Figure 1. Track usage over the die (run 1).
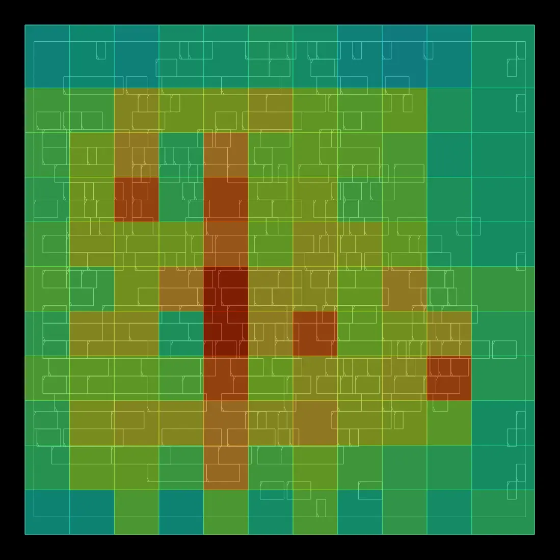
Figure 2. Routed metal, one colour a layer (run 1).
(4 px per um) Only two layers are drawn.
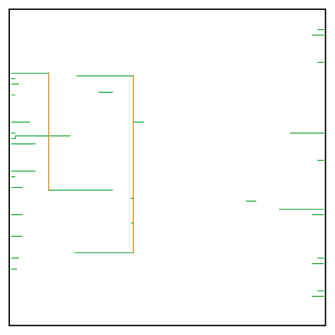
Figure 3. Met1 routing (run 1).
(4 px per um) Supply wires on this layer in grey.
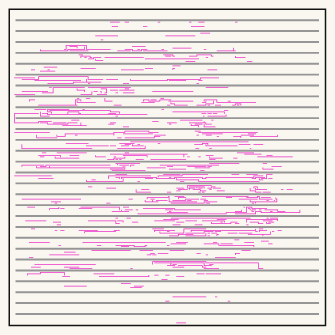
===== src/rtl/key_puzzle_engine.sv =====
// Key puzzle engine: synchronized key presses transform an LED state toward a defuse target.
// Optional countdown timer enabled by defining KEY_PUZZLE_TIMER_EN.
module key_puzzle_engine #(
    parameter int               WIDTH      = 8,
    parameter int               NKEYS      = 5,
    parameter logic [WIDTH-1:0] INIT       = WIDTH'(8'h5A),
    parameter logic [WIDTH-1:0] TARGET     = WIDTH'(8'hFF),
    parameter logic [WIDTH-1:0] PATTERN    = WIDTH'(8'h03),
    parameter int               MAX_MOVES  = 16,
    parameter int               TIME_LIMIT = 1000
) (
    input  logic             CLK,
    input  logic             reset,
    input  logic [NKEYS-1:0] K,
    input  logic             DifMod,
    output logic [WIDTH-1:0] LED,
    output logic             isd,
    output logic             fail,
    output logic [1:0]       op,
    output logic [7:0]       moves,
    output logic [15:0]      time_left
);

    typedef enum logic [1:0] {S_PLAY, S_DEFUSED, S_FAILED} state_t;

    state_t           r_state;
    state_t           w_next;
    logic [NKEYS-1:0] r_k_meta;
    logic [NKEYS-1:0] r_k_sync;
    logic [NKEYS-1:0] r_k_prev;
    logic [WIDTH-1:0] r_led;
    logic [1:0]       r_op;
    logic [7:0]       r_moves;
    logic [NKEYS-1:0] w_valid;
    logic [2:0]       w_sel;
    logic [3:0]       w_rot;
    logic [WIDTH-1:0] w_opd;
    logic [WIDTH-1:0] w_new;
    logic [7:0]       w_moves_inc;
    logic             w_press;
    logic             w_hit;
    logic             w_out_of_moves;
    logic             w_timeout;

    function automatic logic [WIDTH-1:0] rotl(input logic [WIDTH-1:0] v, input int unsigned n);
        logic [2*WIDTH-1:0] d;
        d = {v, v} << (n % WIDTH);
        return d[2*WIDTH-1:WIDTH];
    endfunction

    always_ff @(posedge CLK or negedge reset) begin
        if (!reset) begin
            r_k_meta <= '0;
            r_k_sync <= '0;
            r_k_prev <= '0;
        end else begin
            r_k_meta <= K;
            r_k_sync <= r_k_meta;
            r_k_prev <= r_k_sync;
        end
    end

    // Rising edges of the synchronized keys, with the upper keys masked in easy mode
    always_comb begin
        w_valid = '0;
        for (int i = 0; i < NKEYS; i++) begin
            w_valid[i] = r_k_sync[i] & ~r_k_prev[i] & ((i < 4) | DifMod);
        end
    end

    always_comb begin
        w_sel = '0;
        for (int i = NKEYS - 1; i >= 0; i--) begin
            if (w_valid[i]) w_sel = i[2:0];
        end
    end

    assign w_press        = (|w_valid) && (r_state == S_PLAY);
    assign w_rot          = DifMod ? {w_sel, 1'b0} : {1'b0, w_sel};
    assign w_opd          = rotl(PATTERN, 32'(w_rot));
    assign w_moves_inc    = r_moves + 8'd1;
    assign w_hit          = (w_new == TARGET);
    assign w_out_of_moves = (w_moves_inc == 8'(MAX_MOVES));

    always_comb begin
        case (r_op)
            2'd0:    w_new = r_led ^ w_opd;
            2'd1:    w_new = ~(r_led ^ w_opd);
            2'd2:    w_new = r_led | w_opd;
            default: w_new = ~(r_led | w_opd);
        endcase
    end

    always_ff @(posedge CLK or negedge reset) begin
        if (!reset) begin
            r_led   <= INIT;
            r_op    <= 2'd0;
            r_moves <= 8'd0;
        end else if (w_press) begin
            r_led   <= w_new;
            r_op    <= r_op + 2'd1;
            r_moves <= w_moves_inc;
        end
    end

`ifdef KEY_PUZZLE_TIMER_EN
    logic [15:0] r_time;

    always_ff @(posedge CLK or negedge reset) begin
        if (!reset) begin
            r_time <= 16'(TIME_LIMIT);
        end else if (r_state == S_PLAY && r_time != 16'd0) begin
            r_time <= r_time - 16'd1;
        end
    end

    // The count hits zero on this edge
    assign w_timeout = (r_state == S_PLAY) && (r_time == 16'd1);
    assign time_left = r_time;
`else
    assign w_timeout = 1'b0;
    // Countdown compiled out; the limit only matters for the timed build
    assign time_left = 16'(TIME_LIMIT & 0);
`endif

    always_ff @(posedge CLK or negedge reset) begin
        if (!reset) r_state <= S_PLAY;
        else        r_state <= w_next;
    end

    always_comb begin
        w_next = r_state;
        case (r_state)
            S_PLAY: begin
                if (w_press && w_hit)               w_next = S_DEFUSED;
                else if (w_press && w_out_of_moves) w_next = S_FAILED;
                else if (w_timeout)                 w_next = S_FAILED;
            end
            default: w_next = r_state;
        endcase
    end

    always_comb begin
        isd  = (r_state == S_DEFUSED);
        fail = (r_state == S_FAILED);
    end

    assign LED   = r_led;
    assign op    = r_op;
    assign moves = r_moves;

endmodule


===== config.mk =====
export PLATFORM = sky130hd
export DESIGN_NAME = key_puzzle_engine
export DESIGN_NICKNAME = d
export VERILOG_FILES = /design/src/rtl/key_puzzle_engine.sv
export SDC_FILE = /design/constraint.sdc
export NUM_CORES = 1
export LEC_CHECK = 0
export ABC_CLOCK_PERIOD_IN_PS = 3100
export CORE_UTILIZATION = 35
export CTS_CLUSTER_SIZE = 12
export DETAILED_ROUTE_END_ITERATION = 10
export SETUP_SLACK_MARGIN = 0.3
export SLEW_MARGIN = 20
export SYNTH_ARGS = -nofsm -noshare
export SYNTH_HDL_FRONTEND = slang
export SYNTH_SLANG_ARGS = --single-unit

===== constraint.sdc =====
create_clock -name CLK -period 3.1 [get_ports CLK]
set_input_delay 0.62 -clock CLK [delete_from_list [all_inputs] [get_ports CLK]]
set_output_delay 0.62 -clock CLK [all_outputs]
set_load 0.02 [all_outputs]

==> impl_metrics.tcl, run 1 <==
# place-and-route summary
set metrics [dict create \
    synth_area_um2 2060 \
    finalClockSkew_ps 3.65 \
    overflow 0 \
    vias 1426 \
    critPathMaxFanout 4 \
    clock-sinks 35 \
    ys_seq_frac 0.428 \
    status "completed" \
    maxCapViolations 0 \
    clk_path_buf_depth 2 \
    clock.latency.late_pin_ps 290 \
    required_ps 3270 \
    synth_flops 35 \
    dr.pass1.iters 4 \
    core-area_um2 5570 \
    path_clk_slew_ps 70 \
    irDropWorstVdd_v 0.000490 \
    arrival_ps 2820 \
    maxSlewViolCount 0 \
    flop_cell "dfrtp_1" \
    htree_levels 2 \
    powerDensity_nw_per_um2 1020 \
    yosys.area.top_type_share 0.377 \
    max_stage_delay_ps 360 \
]
About Figure 1:
fin util: 0.461
GR Util met3: 0.0310
global-route met2 utilization: 0.200
Total GRT Usage: 0.133

About Figure 2:
layer	colour	wire length
met3	green	144 um
met4	orange	73.4 um

About Figure 3:
share of all routed wire	48%
wire length on this layer	1830 um

[run 1: kinds of logic (layout without fill, tap and decap cells)]
kind of cell / Yosys count / count (layout) / share of synthesized area
and+or+nand+nor: 51 / 51 / 0.134
other: 1 / 16 / 0.00182
xor gates and xnor gates: 10 / 10 / 0.0425
adders and majority gates: 16 / 16 / 0.0972
buffers and inverters: 38 / 61 / 0.108
muxes: 19 / 19 / 0.0984
AOI/OAI and AO/OA: 31 / 31 / 0.0905
DFF: 35 / 35 / 0.428
[run 1: layout make-up]
type | instances | area [um2]
Fill cell | 565 | 3010
Multi-Input combinational cell | 143 | 1080
Sequential cell | 35 | 881
Timing Repair Buffer | 37 | 360
Tap cell | 72 | 90.1
Clock buffer | 5 | 68.8
Inverter | 16 | 60.1
Clock inverter | 3 | 23.8
[run 1: sequential cells by signal, summed over array words and instances, names as in the netlist]
register and flops:
LED 8, moves 8, op 2, r_k_meta 5, r_k_prev 5, r_k_sync 5, r_state 2
[run 1: power by group through the flow]
stage	Combinational, mW	Sequential, mW	Clock (mW)
final	1.49	0.792	0.337
after global routing	1.66	0.824	0.373
after CTS	1.47	0.795	0.355
after detailed placement	1.43	0.801	0
after global placement	1.41	0.803	0
after floorplan	0.889	0.913	0
[run 1: cells in the final DEF, fill, tap and decap left out, types with 3 or more instances in the layout]
| master | instances |
|---|---|
| dfrtp_1 | 31 |
| clkdlybuf4s50_1 | 26 |
| inv_1 | 16 |
| conb_1 | 16 |
| nand2_1 | 15 |
| mux2i_1 | 15 |
| ha_1 | 14 |
| o21ai_0 | 12 |
| buf_4 | 9 |
| nor2_1 | 8 |
| xor2_1 | 6 |
| nor2b_1 | 5 |
| clkbuf_8 | 5 |
| dfstp_2 | 4 |
| xnor2_1 | 4 |
| o211ai_1 | 4 |
| nor2b_4 | 3 |
| nor3_2 | 3 |
| nor2_2 | 3 |
| o21ai_1 | 3 |
| a21oi_1 | 3 |
| nand2b_1 | 3 |
[run 1: worst paths after layout]
check	from	to	cells after the start
min in group asynchronous	reset	moves[2]	2
min	r_k_meta[0]	r_k_sync[0]	0
min reg2reg	r_k_meta[0]	r_k_sync[0]	0
max in group asynchronous	reset	LED[3]	2
max reg2reg	r_k_sync[2]	r_state[1]	14
max	r_k_sync[2]	r_state[1]	14
[run 1: worst max-delay path: cells and delay by family, from the launching register on]
| family | cells | cell delay, ps |
|---|---|---|
| AOI/OAI and AO/OA | 5 | 590 |
| buffers and inverters | 1 | 130 |
| DFF | 1 | 360 |
| adders and majority gates | 2 | 670 |
| muxes | 2 | 250 |
| and+or+nand+nor | 4 | 530 |
[run 1: layer usage]
| metal | track usage | wire, um | up-vias |
|---|---|---|---|
| li1 | - | - | 721 |
| met1 | 0.176 | 1830 | 663 |
| met2 | 0.200 | 1770 | 35 |
| met3 | 0.0310 | 143 | 7 |
| met4 | 0.0704 | 73 | 0 |
| met5 | 0 | 0 | - |
[run 1: per-stage QoR]
stage	setup WS, ps	cell area (um2)	utilization
after floorplan	556	2120	-
after global placement	-77.5	2350	0.422
after detailed placement	-144	2350	0.422
after CTS	323	2460	0.442
after global routing	285	2570	0.461
final	445	2570	0.461
Figure 4. Selected gate families (run 1).
(6 px per um)
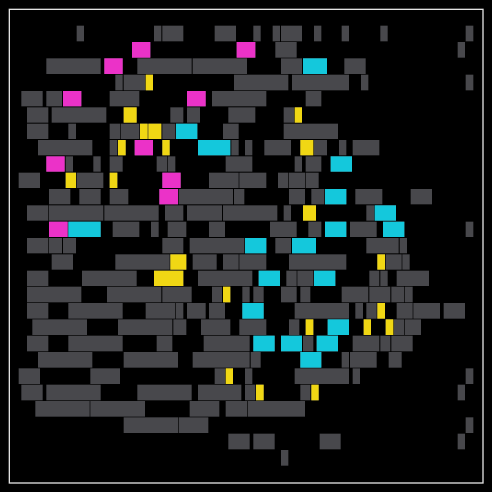

## Run 2: what changed since run 1
- CORE_MARGIN: unset -> 1.5
- CORE_UTILIZATION: 35 -> 40
- PLACE_DENSITY: unset -> 0.65
Figure 5. Selected gate families (run 2).
(6 px per um)
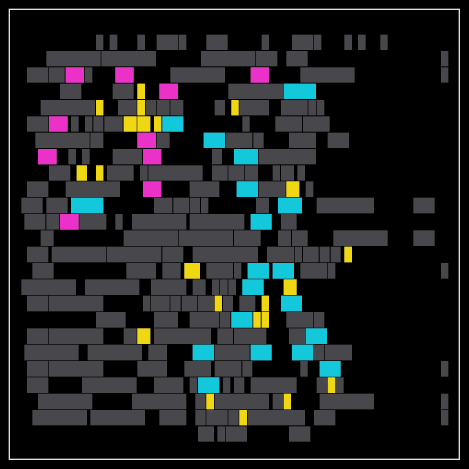
family	colour	cells	most used
XOR/XNOR gates	magenta	10	xor2_1
multiplexers	cyan	19	mux2i_1
NAND gates	yellow	22	nand2_1
Comb/total area: 0.423
Non-Filler Instances: 304
dominant logic cell type in the layout: dfrtp_1

Figure 6. Met1 routing (run 2).
(4 px per um) Supply wires on this layer in grey.
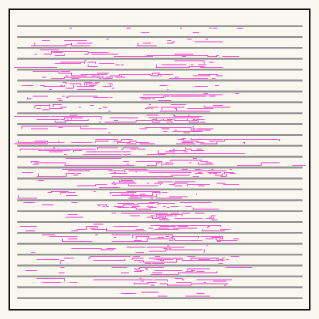
share of all routed wire	47%
nets with wire on the layer	217
longest straight run	24.4 um
wire length on this layer	1820 um

Figure 7. Zoomed window (run 2).
Window x 22 to 52, y 37 to 67 um. Cells in grey, sequential cells in the stronger grey; small squares are vias.
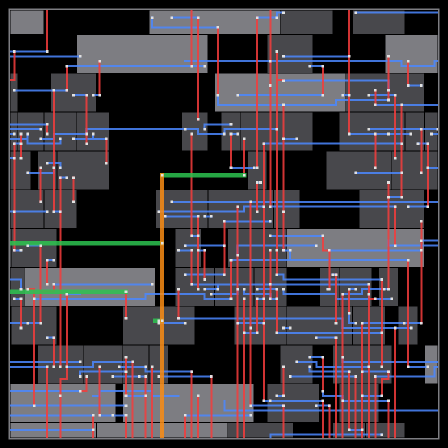
layer	colour
met4	orange
met2	red
met1	blue
met3	green
netlist names of flops here include	LED (2), moves (2), r_state (2)
most frequent	dfrtp_1 (6), inv_1 (6), ha_1 (6)
sequential cells in the window	7
cells with their middle in the window	57

==> impl_metrics.tcl, run 2 <==
# place-and-route summary
set metrics [dict create \
    max_stage_delay_ps 380 \
    yosys.area.top_type_share 0.377 \
    lay_top_cells "dfrtp_1 (31), clkdlybuf4s50_1 (26), conb_1 (16)" \
    status "completed" \
    flop_cell "dfrtp_1" \
    wirelength_mm 3.83 \
    rr_worst_depth 13 \
    critPathMaxFanout 3 \
    crit-reg2reg-launch "r_k_prev[2]" \
    fin_area_um2 2550 \
    nFillCells 435 \
    ys_chip_area_um2 2060 \
    irDropWorstVdd_v 0.000616 \
    clock-sinks 35 \
    synth_area_um2 2060 \
    finalCritPeriodShare 0.853 \
    seq_area_um2 881 \
    dpl_cell_area_um2 2340 \
    comb_area_um2 1080 \
    required_ps 3290 \
    path_clk_slew_ps 80 \
    synth_flops 35 \
    vias 1455 \
    max_freq_ghz 0.378 \
    arrival_ps 2830 \
    cp-endpoint "r_state[0]" \
    dr.pass1.iters 4 \
    yosysUniqueCellTypes 39 \
    root_buffer "clkbuf_8" \
    startpoint "r_k_prev[2]" \
    place_ws_ps -144 \
    setup_ws_ps 456 \
    ys_seq_frac 0.428 \
    core-area_um2 4850 \
    hold_viol 0 \
    cts_tree "done" \
    yosysWarnings 0 \
    hold_path_class "reg2reg" \
    htree_levels 2 \
    ant_nets 0 \
    crit_path_end_kind "flop" \
    maxCapViolations 0 \
    rr_endpoint "r_state[0]" \
    grt_use_total 0.155 \
    clk_path_buf_depth 2 \
    finalClockSkew_ps 11.3 \
    clock.latency.late_pin_ps 290 \
    overflow 0 \
    maxSlewViolCount 0 \
    remaining_drc_errors 0 \
]
run 2: cell types whose count changed in the layout (fill, tap and decap cells not counted), sizes merged:
cell and change:
buf -2, clkinv +2, clkinvlp -2, bufinv +1
inv -1
run 2: kinds of logic (layout without fill, tap and decap cells):
| logic type | after synthesis | count (layout) | share of synthesized area |
|---|---|---|---|
| AOI/OAI and AO/OA | 31 | 31 | 0.0905 |
| buffers and inverters | 38 | 59 | 0.108 |
| xor gates and xnor gates | 10 | 10 | 0.0425 |
| other | 1 | 16 | 0.00182 |
| and+or+nand+nor | 51 | 51 | 0.134 |
| DFF | 35 | 35 | 0.428 |
| adders and majority gates | 16 | 16 | 0.0972 |
| muxes | 19 | 19 | 0.0984 |
run 2: layer usage:
layer  up-vias  GRT usage  part of all wire
li1        715          -                 -
met1       700      0.200              0.47
met2        32      0.262              0.47
met3         8     0.0361             0.035
met4         0     0.0444             0.016
met5         -          0                 0
run 2: where the power goes:
| part | switching, mW | internal (mW) | total [mW] |
|---|---|---|---|
| sequential | 0.164 | 0.625 | 0.789 |
| clock | 0.179 | 0.239 | 0.418 |
| combinational | 0.768 | 0.690 | 1.46 |
run 2: how the worst min path moves through the flow:
stage,startpoint,endpoint,slack [ps],depth (start not counted)
3_3_place_gp,r_k_meta[1],r_k_sync[1],330,0
5_1_grt,r_k_meta[2],r_k_sync[2],360,0
3_5_place_dp,r_k_meta[4],r_k_sync[4],330,0
6_report,r_k_meta[4],r_k_sync[4],350,0
4_1_cts,r_k_meta[4],r_k_sync[4],350,0
2_1_floorplan,reset,LED[0],320,0
run 2: area by class of cell:
class,instances,area share
multi-input combinational,143,0.423
sequential,35,0.346
clock buffer,5,0.0270
tap,67,0.0329
clock inverter,3,0.0172
timing repair buffer,35,0.131
inverter,16,0.0236
run 2: repair_timing:
action                     4_1_cts  5_1_grt
setup endpoints to repair        2        2
resized                          4       15
setup buffers                    0        4
pin swaps                        1        5
run 2: per-stage QoR:
step | hold slack (ps) | power, mW | utilization | TNS, ps | std cells
finish | 350 | 2.67 | 0.525 | 0 | 304
global route | 361 | 2.89 | 0.525 | 0 | 304
CTS | 352 | 2.66 | 0.509 | 0 | 300
detailed placement | 335 | 2.22 | 0.482 | -260 | 292
global placement | 331 | 2.20 | 0.482 | -27.7 | 292
floorplan | 324 | 1.80 | - | 0 | 216
run 2: worst max-delay path, delay by kind of cell (launching register included):
kind,cells,cell delay [ps]
muxes,2,450
and+or+nand+nor,4,440
AOI/OAI and AO/OA,5,640
adders and majority gates,2,640
DFF,1,380
No activity file was given, so power comes from the tool's default toggle rates.
